[config.mk]
export PLATFORM = sky130hd
export DESIGN_NAME = multi_clkdiv_flat
export DESIGN_NICKNAME = d
export VERILOG_FILES = /design/src/rtl/clkdiv_pkg.sv /design/src/rtl/multi_clkdiv_if.sv /design/src/rtl/clkdiv_chan.sv /design/src/rtl/multi_clkdiv.sv /design/src/flat_wrapper.sv
export SDC_FILE = /design/constraint.sdc
export NUM_CORES = 1
export LEC_CHECK = 0
export CAP_MARGIN = 10
export CORE_MARGIN = 4
export CORE_UTILIZATION = 59
export CTS_CLUSTER_DIAMETER = 100
export DETAILED_ROUTE_END_ITERATION = 7
export MAX_ROUTING_LAYER = met4
export PLACE_DENSITY = 0.84
export SLEW_MARGIN = 40
export SYNTH_ARGS = -nofsm -noshare
export SYNTH_HDL_FRONTEND = slang
export SYNTH_SLANG_ARGS = --single-unit
[constraint.sdc]
create_clock -name clk -period 8.7 [get_ports clk]
set_input_delay 2.175 -clock clk [delete_from_list [all_inputs] [get_ports clk]]
set_output_delay 2.175 -clock clk [all_outputs]
set_load 0.05 [all_outputs]
[src/rtl/clkdiv_pkg.sv]
// Shared defaults and helpers for the multi-channel clock divider.
package clkdiv_pkg;

  localparam int N_CH_DEF    = 4;
  localparam int CNT_W_DEF   = 32;
  localparam int DIV_W_DEF   = 16;
  localparam int DIV_RST_DEF = 1;
  localparam int CH_SEL_W    = 3;

  // True when a load strobe targets channel idx.
  function automatic logic ch_hit(input logic load, input logic [CH_SEL_W-1:0] sel,
                                  input int unsigned idx);
    return load && (sel == CH_SEL_W'(idx));
  endfunction

endpackage

[src/rtl/multi_clkdiv_if.sv]
// Control/status bundle of the multi-channel clock divider.
interface multi_clkdiv_if
  import clkdiv_pkg::*;
#(
  parameter int N_CH  = N_CH_DEF,
  parameter int CNT_W = CNT_W_DEF,
  parameter int DIV_W = DIV_W_DEF
) ();

  logic                en;
  logic                clr;
  logic                load;
  logic [CH_SEL_W-1:0] ch_sel;
  logic [DIV_W-1:0]    div_val;
  logic [CNT_W-1:0]    count;
  logic [N_CH-1:0]     tick;
  logic [N_CH-1:0]     sq;

  modport master (
    output en, clr, load, ch_sel, div_val,
    input  count, tick, sq
  );

  modport slave (
    input  en, clr, load, ch_sel, div_val,
    output count, tick, sq
  );

endinterface

[src/rtl/clkdiv_chan.sv]
// One divider channel: divide register, terminal counter, tick pulse and square wave.
module clkdiv_chan
  import clkdiv_pkg::*;
#(
  parameter int DIV_W   = DIV_W_DEF,
  parameter int DIV_RST = DIV_RST_DEF
) (
  input  logic             clk,
  input  logic             rst,
  input  logic             en_i,
  input  logic             load_i,
  input  logic [DIV_W-1:0] div_val_i,
  output logic             tick_o,
  output logic             sq_o
);

  logic [DIV_W-1:0] d_q, d_d;
  logic [DIV_W-1:0] c_q, c_d;
  logic             tick_q, tick_d;
  logic             sq_q, sq_d;

  // Next state: load wins over terminal count; en=0 freezes everything but tick.
  always_comb begin
    d_d    = d_q;
    c_d    = c_q;
    tick_d = 1'b0;
    sq_d   = sq_q;
    if (load_i) begin
      d_d = div_val_i;
      c_d = '0;
    end else if (en_i) begin
      // >= keeps the counter from ever running past D
      if (c_q >= d_q) begin
        c_d    = '0;
        tick_d = 1'b1;
        sq_d   = ~sq_q;
      end else begin
        c_d = c_q + DIV_W'(1);
      end
    end
  end

  // Channel state registers with asynchronous reset.
  always_ff @(posedge clk or posedge rst) begin
    if (rst) begin
      d_q    <= DIV_W'(DIV_RST);
      c_q    <= '0;
      tick_q <= 1'b0;
      sq_q   <= 1'b0;
    end else begin
      d_q    <= d_d;
      c_q    <= c_d;
      tick_q <= tick_d;
      sq_q   <= sq_d;
    end
  end

  assign tick_o = tick_q;
  assign sq_o   = sq_q;

endmodule

[src/rtl/multi_clkdiv.sv]
// Free-running counter plus N_CH independently loadable divider channels.
module multi_clkdiv
  import clkdiv_pkg::*;
#(
  parameter int N_CH    = N_CH_DEF,
  parameter int CNT_W   = CNT_W_DEF,
  parameter int DIV_W   = DIV_W_DEF,
  parameter int DIV_RST = DIV_RST_DEF
) (
  input  logic           clk,
  input  logic           rst,
  multi_clkdiv_if.slave  bus
);

  logic [CNT_W-1:0] count_q, count_d;
  logic [N_CH-1:0]  tick_w;
  logic [N_CH-1:0]  sq_w;

  // Free-running counter next state: clear beats increment.
  always_comb begin
    count_d = count_q;
    if (bus.clr)
      count_d = '0;
    else if (bus.en)
      count_d = count_q + CNT_W'(1);
  end

  // Free-running counter register.
  always_ff @(posedge clk or posedge rst) begin
    if (rst)
      count_q <= '0;
    else
      count_q <= count_d;
  end

  // Out-of-range ch_sel matches no channel, so such loads fall away.
  for (genvar i = 0; i < N_CH; i++) begin : g_chan
    clkdiv_chan #(
      .DIV_W   (DIV_W),
      .DIV_RST (DIV_RST)
    ) u_chan (
      .clk       (clk),
      .rst       (rst),
      .en_i      (bus.en),
      .load_i    (ch_hit(bus.load, bus.ch_sel, i)),
      .div_val_i (bus.div_val),
      .tick_o    (tick_w[i]),
      .sq_o      (sq_w[i])
    );
  end

  assign bus.count = count_q;
  assign bus.tick  = tick_w;
  assign bus.sq    = sq_w;

endmodule

[src/flat_wrapper.sv]
// flat-port wrapper written by rule: the top's interface ports become plain ports
module multi_clkdiv_flat import clkdiv_pkg::*;
#(
  parameter int N_CH    = N_CH_DEF,
  parameter int CNT_W   = CNT_W_DEF,
  parameter int DIV_W   = DIV_W_DEF,
  parameter int DIV_RST = DIV_RST_DEF
)
  (clk, rst, bus_en, bus_clr, bus_load, bus_ch_sel, bus_div_val, bus_count, bus_tick, bus_sq);
  multi_clkdiv_if #(.N_CH(N_CH), .CNT_W(CNT_W), .DIV_W(DIV_W)) bus_i ();
  input  logic clk;
  input  logic rst;
  input wire logic [$bits(bus_i.en)-1:0] bus_en;
  input wire logic [$bits(bus_i.clr)-1:0] bus_clr;
  input wire logic [$bits(bus_i.load)-1:0] bus_load;
  input wire logic [$bits(bus_i.ch_sel)-1:0] bus_ch_sel;
  input wire logic [$bits(bus_i.div_val)-1:0] bus_div_val;
  output wire logic [$bits(bus_i.count)-1:0] bus_count;
  output wire logic [$bits(bus_i.tick)-1:0] bus_tick;
  output wire logic [$bits(bus_i.sq)-1:0] bus_sq;
  assign bus_i.en = bus_en;
  assign bus_i.clr = bus_clr;
  assign bus_i.load = bus_load;
  assign bus_i.ch_sel = bus_ch_sel;
  assign bus_i.div_val = bus_div_val;
  assign bus_count = bus_i.count;
  assign bus_tick = bus_i.tick;
  assign bus_sq = bus_i.sq;
  multi_clkdiv #(.N_CH(N_CH), .CNT_W(CNT_W), .DIV_W(DIV_W), .DIV_RST(DIV_RST)) u_core (.clk(clk), .rst(rst), .bus(bus_i));
endmodule
==> results.py, run 1 <==
# Auto-generated metrics
metrics = {
    "clocking": {
        "cts_inserted_buffers": 17,
        "root_buffer": "clkbuf_16",
        "htreeDepth": 4,
        "cts_resized": 0,
        "clk_latency_ns": 0.44,
    },
    "grt": {
        "grt_first_pass_wirelength_mm": 32.1,
        "antenna_found_initial": 0,
    },
    "timing": {
        "skew_ns": 0.0133,
        "finalCriticalPeriod_ns": 4.54,
        "max_freq_mhz": 220,
        "rsz0062_at_grt": "no",
        "slew_headroom_pct": 49.4,
        "setup_viol": 0,
    },
    "synth": {
        "synthFlopType": "dfrtp_1",
        "ys_cells": 922,
        "yosysSeqAreaShare_pct": 47.6,
        "synth_top_cell_by_area": "dfrtp_1",
        "synth_nets": 1015,
        "yosysWarnings": 0,
        "synthArstFlopShare_pct": 100,
        "yosysUniqueCellTypes": 56,
    },
    "floorplan": {
        "io_pins": 64,
        "initCoreUtil_pct": 60.6,
        "die_area_um2": 17000,
        "die_y_um": 130,
    },
    "routing": {
        "vias_per_cell": 5.74,
        "drt_iter0_drc": 566,
        "remaining_drc_errors": 0,
        "wirelength_mm": 19.2,
        "vias": 6745,
    },
    "job": {
        "drv_cap": 0,
    },
    "place": {
        "gp_congestion": 0.881,
    },
    "power": {
        "p_sw_mw": 0.600,
        "p_leak_nw": 4.71,
        "ir_drop_v": 0.000189,
        "seqPwrFrac_pct": 46.9,
        "power.density_nw_per_um2": 201,
    },
    "setup_path": {
        "r2r-start": "u_core.g_chan[1].u_chan.c_q[15]",
        "crit_type": "in2reg",
        "cp-start-kind": "input port",
        "worstPathRequired_ns": 9.07,
    },
    "status": {
        "outcome": "finished clean",
    },
    "final_layout": {
        "drive_above_1_share_pct": 7.47,
        "layout.nets": 1071,
        "diodes": 0,
        "utilization_pct": 70.1,
    },
    "hold_path": {
        "hp-class": "reg2reg",
    },
}
run 1: power groups by stage:
stage	logic (mW)	clock network, mW	registers (mW)
after floorplan	0.282	0	0.955
after global placement	0.356	0	0.969
after detailed placement	0.374	0	0.973
after CTS	0.385	0.716	0.961
after global routing	0.435	0.748	0.974
final	0.383	0.709	0.963
run 1: cells in the mapped netlist, types with 6 or more instances:
library cell and n:
dfrtp_1 164, nand2_1 101, nor2_1 99, inv_1 80, ha_1 69, o21ai_0 69
xor2_1 48, a21oi_1 38, nand3_1 35, nand4_1 27, xnor2_1 24, mux2_2 21
clkbuf_1 19, nor3_1 12, or3_1 10, and3_1 8, and4_1 8, buf_4 8
nand2b_1 8, a31oi_1 7, o21a_1 6
run 1: cell type report:
cell class              count  area [µm²]  share of cell area [%]
multi-input cells         642        4250                    41.6
flip-flops and latches    168        4210                    41.2
repair buffers             69         679                    6.65
clock buffers              24         472                    4.62
inverters                  80         308                    3.01
well taps                 184         230                    2.25
clock inverters             8        72.6                   0.710
run 1: per-stage QoR:
| step | cells | cell area [µm²] |
|---|---|---|
| floorplan | 922 | 8840 |
| global placement | 1143 | 9640 |
| detailed placement | 1143 | 9670 |
| CTS | 1175 | 10200 |
| global route | 1175 | 10200 |
| finish | 1175 | 10200 |
run 1: how the worst min path moves through the flow:
| stage | start | to | slack [ns] |
|---|---|---|---|
| global route | u_core.g_chan[3].u_chan.sq_o | u_core.g_chan[3].u_chan.sq_o | 0.49 |
| CTS | u_core.g_chan[3].u_chan.sq_o | u_core.g_chan[3].u_chan.sq_o | 0.48 |
| floorplan | u_core.g_chan[0].u_chan.sq_o | u_core.g_chan[0].u_chan.sq_o | 0.44 |
| finish | u_core.g_chan[3].u_chan.sq_o | u_core.g_chan[3].u_chan.sq_o | 0.47 |
| global placement | u_core.g_chan[0].u_chan.sq_o | u_core.g_chan[0].u_chan.sq_o | 0.45 |
| detailed placement | u_core.g_chan[1].u_chan.sq_o | u_core.g_chan[1].u_chan.sq_o | 0.46 |
run 1: placed cells by master (no fill, tap or decap), drive strengths merged, types with 4 or more instances in the layout:
cell type	n
a21oi	38
a31oi	7
a41oi	4
and3	8
and4	8
buf	6
clkbuf	24
clkdlybuf4s50	63
clkinv	4
dfrtp	164
dfstp	4
ha	69
inv	80
mux2	21
nand2	101
nand2b	8
nand3	35
nand4	27
nor2	99
nor3	13
o21a	6
o21ai	69
or2	4
or3	11
xnor2	24
xor2	48
run 1: sequential cells by signal (all words and copies together), names as in the netlist:
name	cells
u_core.g_chan.u_chan.c_q	64
u_core.g_chan.u_chan.d_q	64
u_core.bus.count	32
u_core.g_chan.u_chan.sq_o	4
u_core.g_chan.u_chan.tick_o	4
run 1: critical path, stage by stage:
cell             delay, ns
clkdlybuf4s50_1       0.91
nor2_1                0.14
or4b_1                0.70
or3_4                 0.47
or3_1                 0.36
a21oi_1               0.14
run 1: kinds of logic after synthesis:
group	after synthesis	synth area share, %
compound gates	145	9.46
simple gates	333	18.0
buf+inv	112	5.15
flops	168	47.6
xor+xnor	72	7.13
fa+ha+maj	69	9.76
mux	23	2.90
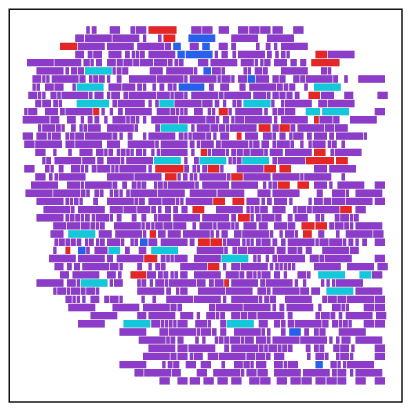
**Above:** run 1 (cell sizes after repair).
Drawn at 3 px/µm.
purple -> drive 1 or less  # cells 917, share 93%
red -> drive 2  # cells 40, share 4.0%
cyan -> drive 6 and up  # cells 22, share 2.2%
blue -> drive 3 to 4  # cells 12, share 1.2%

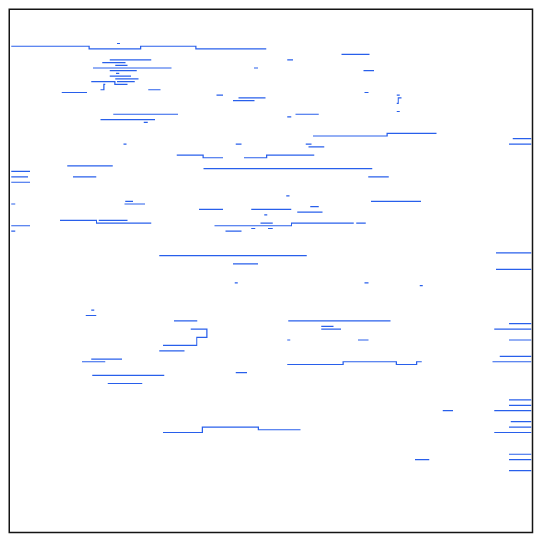
**Above:** run 1 (metal 3).
Drawn at 4 px/µm.
longest straight run = 41.9 µm
wire length on this layer = 823 µm
main direction = horizontal
share of all routed wire = 4.3%

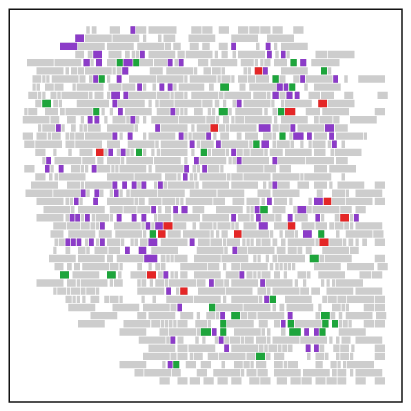
**Above:** run 1 (gate-type map).
Drawn at 3 px/µm.
red -> AND-OR and OR-AND gates  # cells 14, most used o21a_1
purple -> inverting AOI/OAI gates  # cells 131, most used o21ai_0
green -> AND and OR gates  # cells 36, most used or3_1

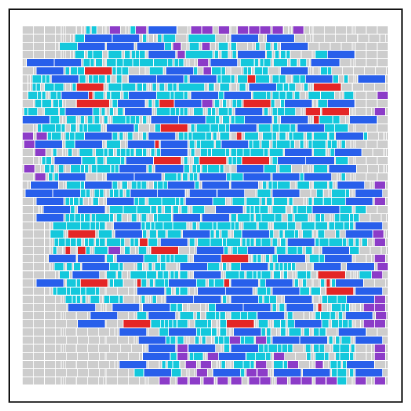
**Above:** run 1 (placed cells, one colour a class).
Drawn at 3 px/µm. Fill, decap, tap and diode cells in grey.
purple -> other buffers and delay cells  # cells 69, share of their area 6.8%
red -> clock drivers and dummy loads  # cells 32, share of their area 5.4%
cyan -> all other logic  # cells 722, share of their area 46%
blue -> flops  # cells 168, share of their area 42%

==> run 2, diff against run 1 <==
--- a/config.mk
+++ b/config.mk
@@ -7,11 +7,11 @@
 export LEC_CHECK = 0
 export CAP_MARGIN = 10
 export CORE_MARGIN = 4
-export CORE_UTILIZATION = 59
+export CORE_UTILIZATION = 54
 export CTS_CLUSTER_DIAMETER = 100
 export DETAILED_ROUTE_END_ITERATION = 7
 export MAX_ROUTING_LAYER = met4
-export PLACE_DENSITY = 0.84
+export PLACE_DENSITY = 0.81
 export SLEW_MARGIN = 40
 export SYNTH_ARGS = -nofsm -noshare
 export SYNTH_HDL_FRONTEND = slang
==> constraint.sdc (replaced) <==
create_clock -name clk -period 3.76 [get_ports clk]
set_input_delay 0.94 -clock clk [delete_from_list [all_inputs] [get_ports clk]]
set_output_delay 0.94 -clock clk [all_outputs]
set_load 0.05 [all_outputs]
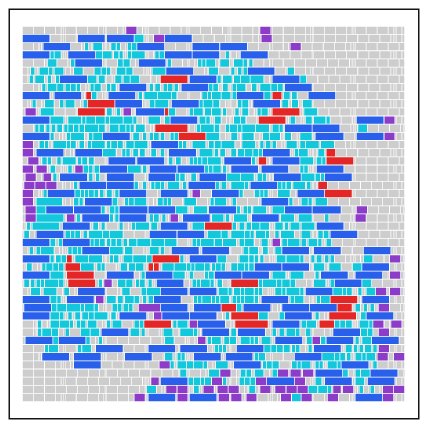
**Above:** run 2 (placed cells, one colour a class).
Drawn at 3 px/µm. Fill, decap, tap and diode cells in grey.
purple -> other buffers and delay cells  # cells 79, share of their area 7.6%
red -> clock drivers and dummy loads  # cells 32, share of their area 5.9%
blue -> flops  # cells 168, share of their area 42%
cyan -> all other logic  # cells 722, share of their area 45%

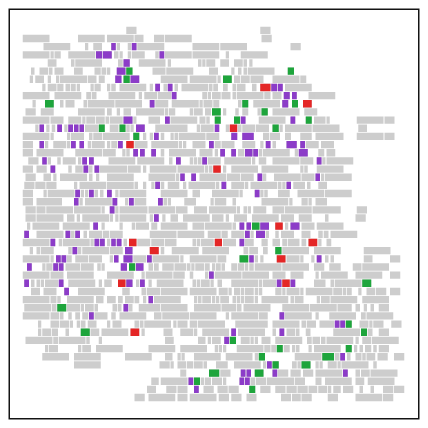
**Above:** run 2 (gate-type map).
Drawn at 3 px/µm.
green -> AND and OR gates  # cells 36, most used or3_1
red -> AND-OR and OR-AND gates  # cells 14, most used o21a_1
purple -> inverting AOI/OAI gates  # cells 131, most used o21ai_0

==> results.py, run 2 <==
# Auto-generated metrics
metrics = {
    "status": {
        "outcome": "finished clean",
    },
    "clocking": {
        "cts_resized": 0,
        "root_buffer": "clkbuf_16",
        "clk_latency_ns": 0.42,
        "clkTransAtPathRegs_ns": 0.06,
        "htreeDepth": 4,
        "cts_inserted_buffers": 17,
    },
    "power": {
        "seqPwrFrac_pct": 45.8,
        "power.density_nw_per_um2": 470,
        "p_sw_mw": 1.39,
        "ir_drop_v": 0.000460,
        "p_leak_nw": 4.79,
    },
    "synth": {
        "yosysSeqAreaShare_pct": 47.6,
        "ys_cells": 922,
        "synthTopCellsByCount": "dfrtp_1, nand2_1, nor2_1",
        "synthFlopType": "dfrtp_1",
        "synth.most_common_cell": "dfrtp_1",
        "yosysWarnings": 0,
        "yosysUniqueCellTypes": 56,
        "synthArstFlopShare_pct": 100,
        "synth_top_cell_by_area": "dfrtp_1",
        "synth_nets": 1015,
    },
    "timing": {
        "setup_viol": 0,
        "skew_ns": 0.00822,
        "tightest_slew_ns": 0.747,
        "max_freq_mhz": 325,
        "rsz0062_at_grt": "no",
        "finalCriticalPeriod_ns": 3.07,
        "slew_headroom_pct": 49.9,
    },
    "setup_path": {
        "worstPathRequired_ns": 4.05,
        "cp-start-kind": "input port",
        "crit_type": "in2reg",
    },
    "final_layout": {
        "layout.nets": 1081,
        "utilization_pct": 65.0,
        "final_cells": 1217,
        "layout_top_cell": "dfrtp_1",
        "diodes": 0,
        "ff_latch_area_um2": 4210,
        "mostFrequentLayoutCells": "dfrtp_1, nand2_1, nor2_1",
        "logic_area_um2": 4220,
        "drive_above_1_share_pct": 8.29,
    },
    "routing": {
        "drt_iter0_drc": 476,
        "vias_per_cell": 5.51,
        "remaining_drc_errors": 0,
        "vias": 6703,
        "wirelength_mm": 19.5,
    },
    "grt": {
        "antenna_found_initial": 0,
        "grt_first_pass_wirelength_mm": 32.9,
    },
    "job": {
        "drv_cap": 0,
    },
    "floorplan": {
        "die_w_um": 136,
        "die_area_um2": 18500,
        "die_y_um": 136,
        "io_pins": 64,
        "initCoreUtil_pct": 55.5,
    },
    "place": {
        "gp_congestion": 0.878,
        "dp.cells": 1185,
    },
    "hold_path": {
        "hp-class": "reg2reg",
    },
}
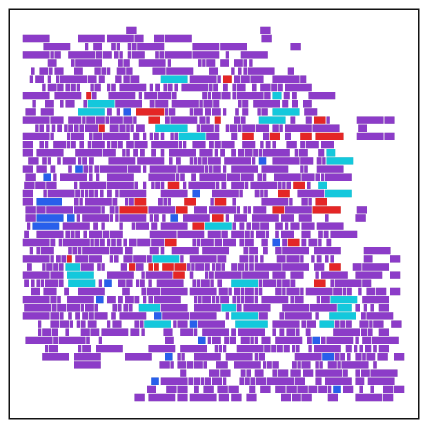
**Above:** run 2 (cell sizes after repair).
Drawn at 3 px/µm.
cyan -> drive 6 and up  # cells 27, share 2.7%
red -> drive 2  # cells 35, share 3.5%
purple -> drive 1 or less  # cells 918, share 92%
blue -> drive 3 to 4  # cells 21, share 2.1%

==> run 2: cell counts after synthesis <==
Identical to the previous run, type by type.
==> run 2: power by group through the flow <==
stage                     sequential, mW  clock (mW)  combinational, mW
after floorplan                     2.21           0              0.653
after global placement              2.25           0              0.831
after detailed placement            2.25           0              0.874
after CTS                           2.23        1.80              0.883
after global routing                2.25        1.88               1.02
final                               2.23        1.76              0.876
==> run 2: critical path, stage by stage <==
cell and delay [ns]:
clkdlybuf4s50_1 0.55, nor4bb_4 0.63, or2_2 0.30, and3_1 0.26, or3b_2 0.48, xnor2_1 0.15
nor2_1 0.05
==> run 2: final timing paths <==
check                                                 from                              end  slack (ns)  cells after the start
min in group asynchronous                              rst   u_core.g_chan[2].u_chan.c_q[3]        0.86                      2
min                           u_core.g_chan[3].u_chan.sq_o     u_core.g_chan[3].u_chan.sq_o        0.46                      1
max reg2reg                u_core.g_chan[3].u_chan.c_q[13]   u_core.g_chan[3].u_chan.c_q[6]        1.00                      7
max in group asynchronous                              rst   u_core.g_chan[1].u_chan.d_q[0]        2.11                      3
min reg2reg                   u_core.g_chan[3].u_chan.sq_o     u_core.g_chan[3].u_chan.sq_o        0.46                      1
max                                          bus_ch_sel[2]  u_core.g_chan[1].u_chan.c_q[12]        0.69                      7
==> run 2: logic make-up (layout without fill, tap and decap cells) <==
| logic type | Yosys count | in the layout | share of synthesized area, % |
|---|---|---|---|
| mux | 23 | 23 | 2.90 |
| simple gates | 333 | 333 | 18.0 |
| flops | 168 | 168 | 47.6 |
| buf+inv | 112 | 191 | 5.15 |
| compound gates | 145 | 145 | 9.46 |
| fa+ha+maj | 69 | 69 | 9.76 |
| xor+xnor | 72 | 72 | 7.13 |
==> run 2: per-stage QoR <==
stage	hold slack, ns	worst slack, ns	instance area (µm²)
finish	0.464	0.686	10400
global route	0.489	0.576	10400
CTS	0.469	0.708	10400
detailed placement	0.459	0.256	9770
global placement	0.453	0.325	9770
floorplan	0.443	0.683	8850
==> run 2: cell type report <==
cell class | count | area share (%)
flip-flops and latches | 168 | 40.6
multi-input cells | 642 | 40.7
repair buffers | 79 | 7.36
well taps | 216 | 2.61
clock buffers | 22 | 4.67
clock inverters | 10 | 1.10
inverters | 80 | 2.93
==> run 2: routing by layer <==
metal / GRT usage [%] / wire length, µm
met5: - / 0
met4: 6.44 / 295
met3: 4.22 / 797
met2: 37.8 / 9630
met1: 29.9 / 8730
==> run 3, diff against run 2 <==
==> constraint.sdc (replaced) <==
create_clock -name clk -period 2.74 [get_ports clk]
set_input_delay 0.685 -clock clk [delete_from_list [all_inputs] [get_ports clk]]
set_output_delay 0.685 -clock clk [all_outputs]
set_load 0.05 [all_outputs]
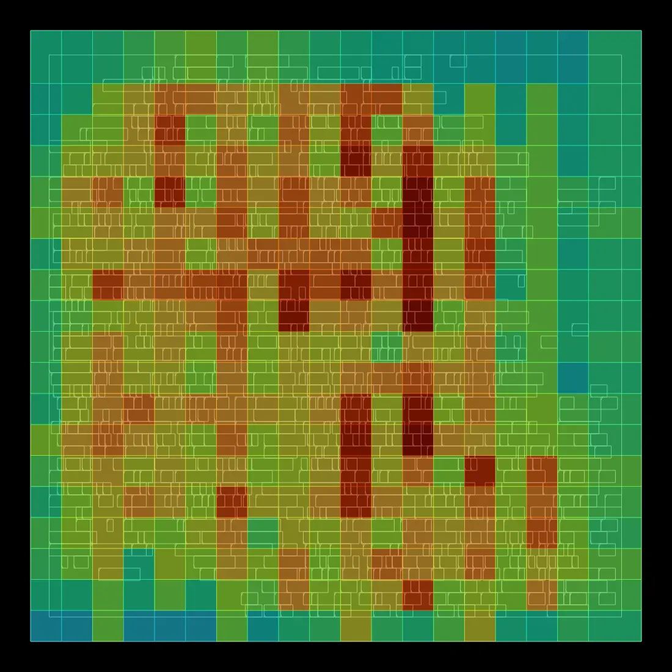
**Above:** run 3 (routing congestion).
met2 Use GR: 37.1%
met1 global-route usage: 30.8%

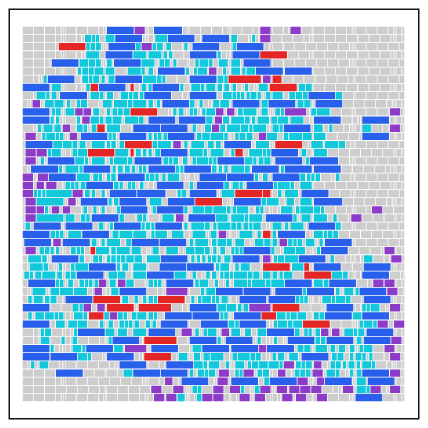
**Above:** run 3 (placed cells, one colour a class).
Drawn at 3 px/µm. Fill, decap, tap and diode cells in grey.
blue -> flops  # cells 168, share of their area 41%
purple -> other buffers and delay cells  # cells 105, share of their area 9.6%
red -> clock drivers and dummy loads  # cells 32, share of their area 5.9%
cyan -> all other logic  # cells 722, share of their area 44%

==> results.py, run 3 <==
# Auto-generated metrics
metrics = {
    "floorplan": {
        "die_area_um2": 18500,
        "die_w_um": 136,
        "initCoreUtil_pct": 55.5,
        "io_pins": 64,
    },
    "place": {
        "dpl_cell_area_um2": 9990,
        "dp.cells": 1210,
        "dpl_worst_slack_ns": -0.103,
        "gp_congestion": 0.874,
    },
    "final_layout": {
        "mostFrequentLayoutCells": "dfrtp_1, nand2_1, nor2_1",
        "drive_above_1_share_pct": 10.5,
        "layout.nets": 1107,
        "fin_area_um2": 10600,
        "layout_top_cell": "dfrtp_1",
        "diodes": 0,
    },
    "clocking": {
        "clk_latency_ns": 0.43,
        "clkTransAtPathRegs_ns": 0.06,
        "cts_inserted_buffers": 17,
        "cts_resized": 0,
        "htreeDepth": 4,
        "root_buffer": "clkbuf_16",
    },
    "job": {
        "drv_cap": 0,
    },
    "synth": {
        "synthFlopType": "dfrtp_1",
        "synthTopCellsByCount": "dfrtp_1, nand2_1, nor2_1",
        "ys_cells": 922,
        "synthArstFlopShare_pct": 100,
        "yosysWarnings": 0,
        "ys.flops": 168,
        "synth_nets": 1015,
        "yosysSeqAreaShare_pct": 47.6,
        "synth.most_common_cell": "dfrtp_1",
    },
    "grt": {
        "grt_first_pass_wirelength_mm": 33.0,
        "antenna_found_initial": 0,
    },
    "routing": {
        "vias_per_cell": 5.54,
        "drt_iter0_drc": 546,
        "wirelength_mm": 19.9,
        "remaining_drc_errors": 0,
        "vias": 6884,
    },
    "setup_path": {
        "timing.rr.end": "u_core.g_chan[1].u_chan.c_q[15]",
        "crit_path_top_delay_cell": "a2111oi_1",
        "cp-start-kind": "flop",
        "worstPathRequired_ns": 3.05,
        "r2r-start": "u_core.g_chan[1].u_chan.c_q[13]",
        "reg2reg_depth": 7,
    },
    "hold_path": {
        "hold_path_end": "u_core.g_chan[3].u_chan.sq_o",
        "hp-start": "u_core.g_chan[3].u_chan.sq_o",
        "holdPathStages": 1,
        "hp-class": "reg2reg",
    },
    "power": {
        "p_total_mw": 6.77,
        "power.density_nw_per_um2": 638,
        "ir_drop_v": 0.000535,
    },
    "timing": {
        "rsz0062_at_grt": "no",
        "tightest_slew_ns": 0.664,
        "max_freq_mhz": 373,
        "fin_ws_ns": 0.0602,
        "finalCriticalPeriod_ns": 2.68,
        "holdWs_ns": 0.462,
    },
    "status": {
        "outcome": "finished clean",
    },
}
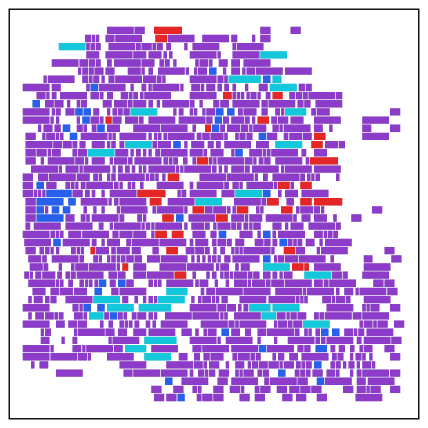
**Above:** run 3 (cell sizes after repair).
Drawn at 3 px/µm.
cyan -> drive 6 and up  # cells 27, share 2.6%
blue -> drive 3 to 4  # cells 48, share 4.7%
purple -> drive 1 or less  # cells 919, share 89%
red -> drive 2  # cells 33, share 3.2%

-- run 3: where the power goes --
group	leakage, nW	switching [mW]	internal, mW
Sequential	2.19	0.250	2.81
Combinational	2.44	0.698	0.545
Clock	0.282	0.982	1.48
-- run 3: cell families (layout without fill, tap and decap cells) --
kind of cell,after synthesis,in the layout,synth area share (%)
AND-OR/OR-AND,145,145,9.46
XOR/XNOR,72,72,7.13
adder cells (fa/ha/maj),69,69,9.76
buffers and inverters,112,217,5.15
flip-flops,168,168,47.6
multiplexers,23,23,2.90
AND/OR/NAND/NOR,333,333,18.0
-- run 3: routing by layer --
| metal | track usage, % | wire (µm) |
|---|---|---|
| met1 | 30.8 | 8910 |
| met2 | 37.1 | 9700 |
| met3 | 4.33 | 1040 |
| met4 | 6.38 | 240 |
| met5 | - | 0 |
-- run 3: how the worst max path moves through the flow --
stage	start	end	depth (start not counted)
2_1_floorplan	rst	u_core.bus.count[0]	1
3_3_place_gp	bus_en	u_core.bus.count[29]	7
3_5_place_dp	bus_en	u_core.bus.count[27]	6
4_1_cts	u_core.g_chan[1].u_chan.c_q[13]	u_core.g_chan[1].u_chan.c_q[10]	7
5_1_grt	u_core.g_chan[1].u_chan.c_q[13]	u_core.g_chan[1].u_chan.c_q[15]	7
6_report	u_core.g_chan[1].u_chan.c_q[13]	u_core.g_chan[1].u_chan.c_q[15]	7
-- run 3: stage by stage --
step                      util [%]  TNS [ns]
after detailed placement      62.7    -0.441
after floorplan                  -    -13.53
after CTS                     66.5         0
final                         66.5         0
after global placement        62.7    -0.169
after global routing          66.5         0
-- run 3: worst max-delay path: cells and delay by family, from the launching register on --
kind | cells | cell delay (ns)
AND/OR/NAND/NOR | 4 | 0.96
flip-flops | 1 | 0.42
AND-OR/OR-AND | 2 | 0.86
adder cells (fa/ha/maj) | 1 | 0.31
-- run 3: cell type report --
cell class	instances	area (µm²)	share of cell area, %
multi-input combinational	642	4220	39.8
sequential	168	4210	39.7
timing repair buffer	105	996	9.39
clock buffer	21	460	4.34
inverter	80	304	2.87
tap	216	270	2.55
clock inverter	11	146	1.38
Power is estimated from default activity; no workload was simulated.
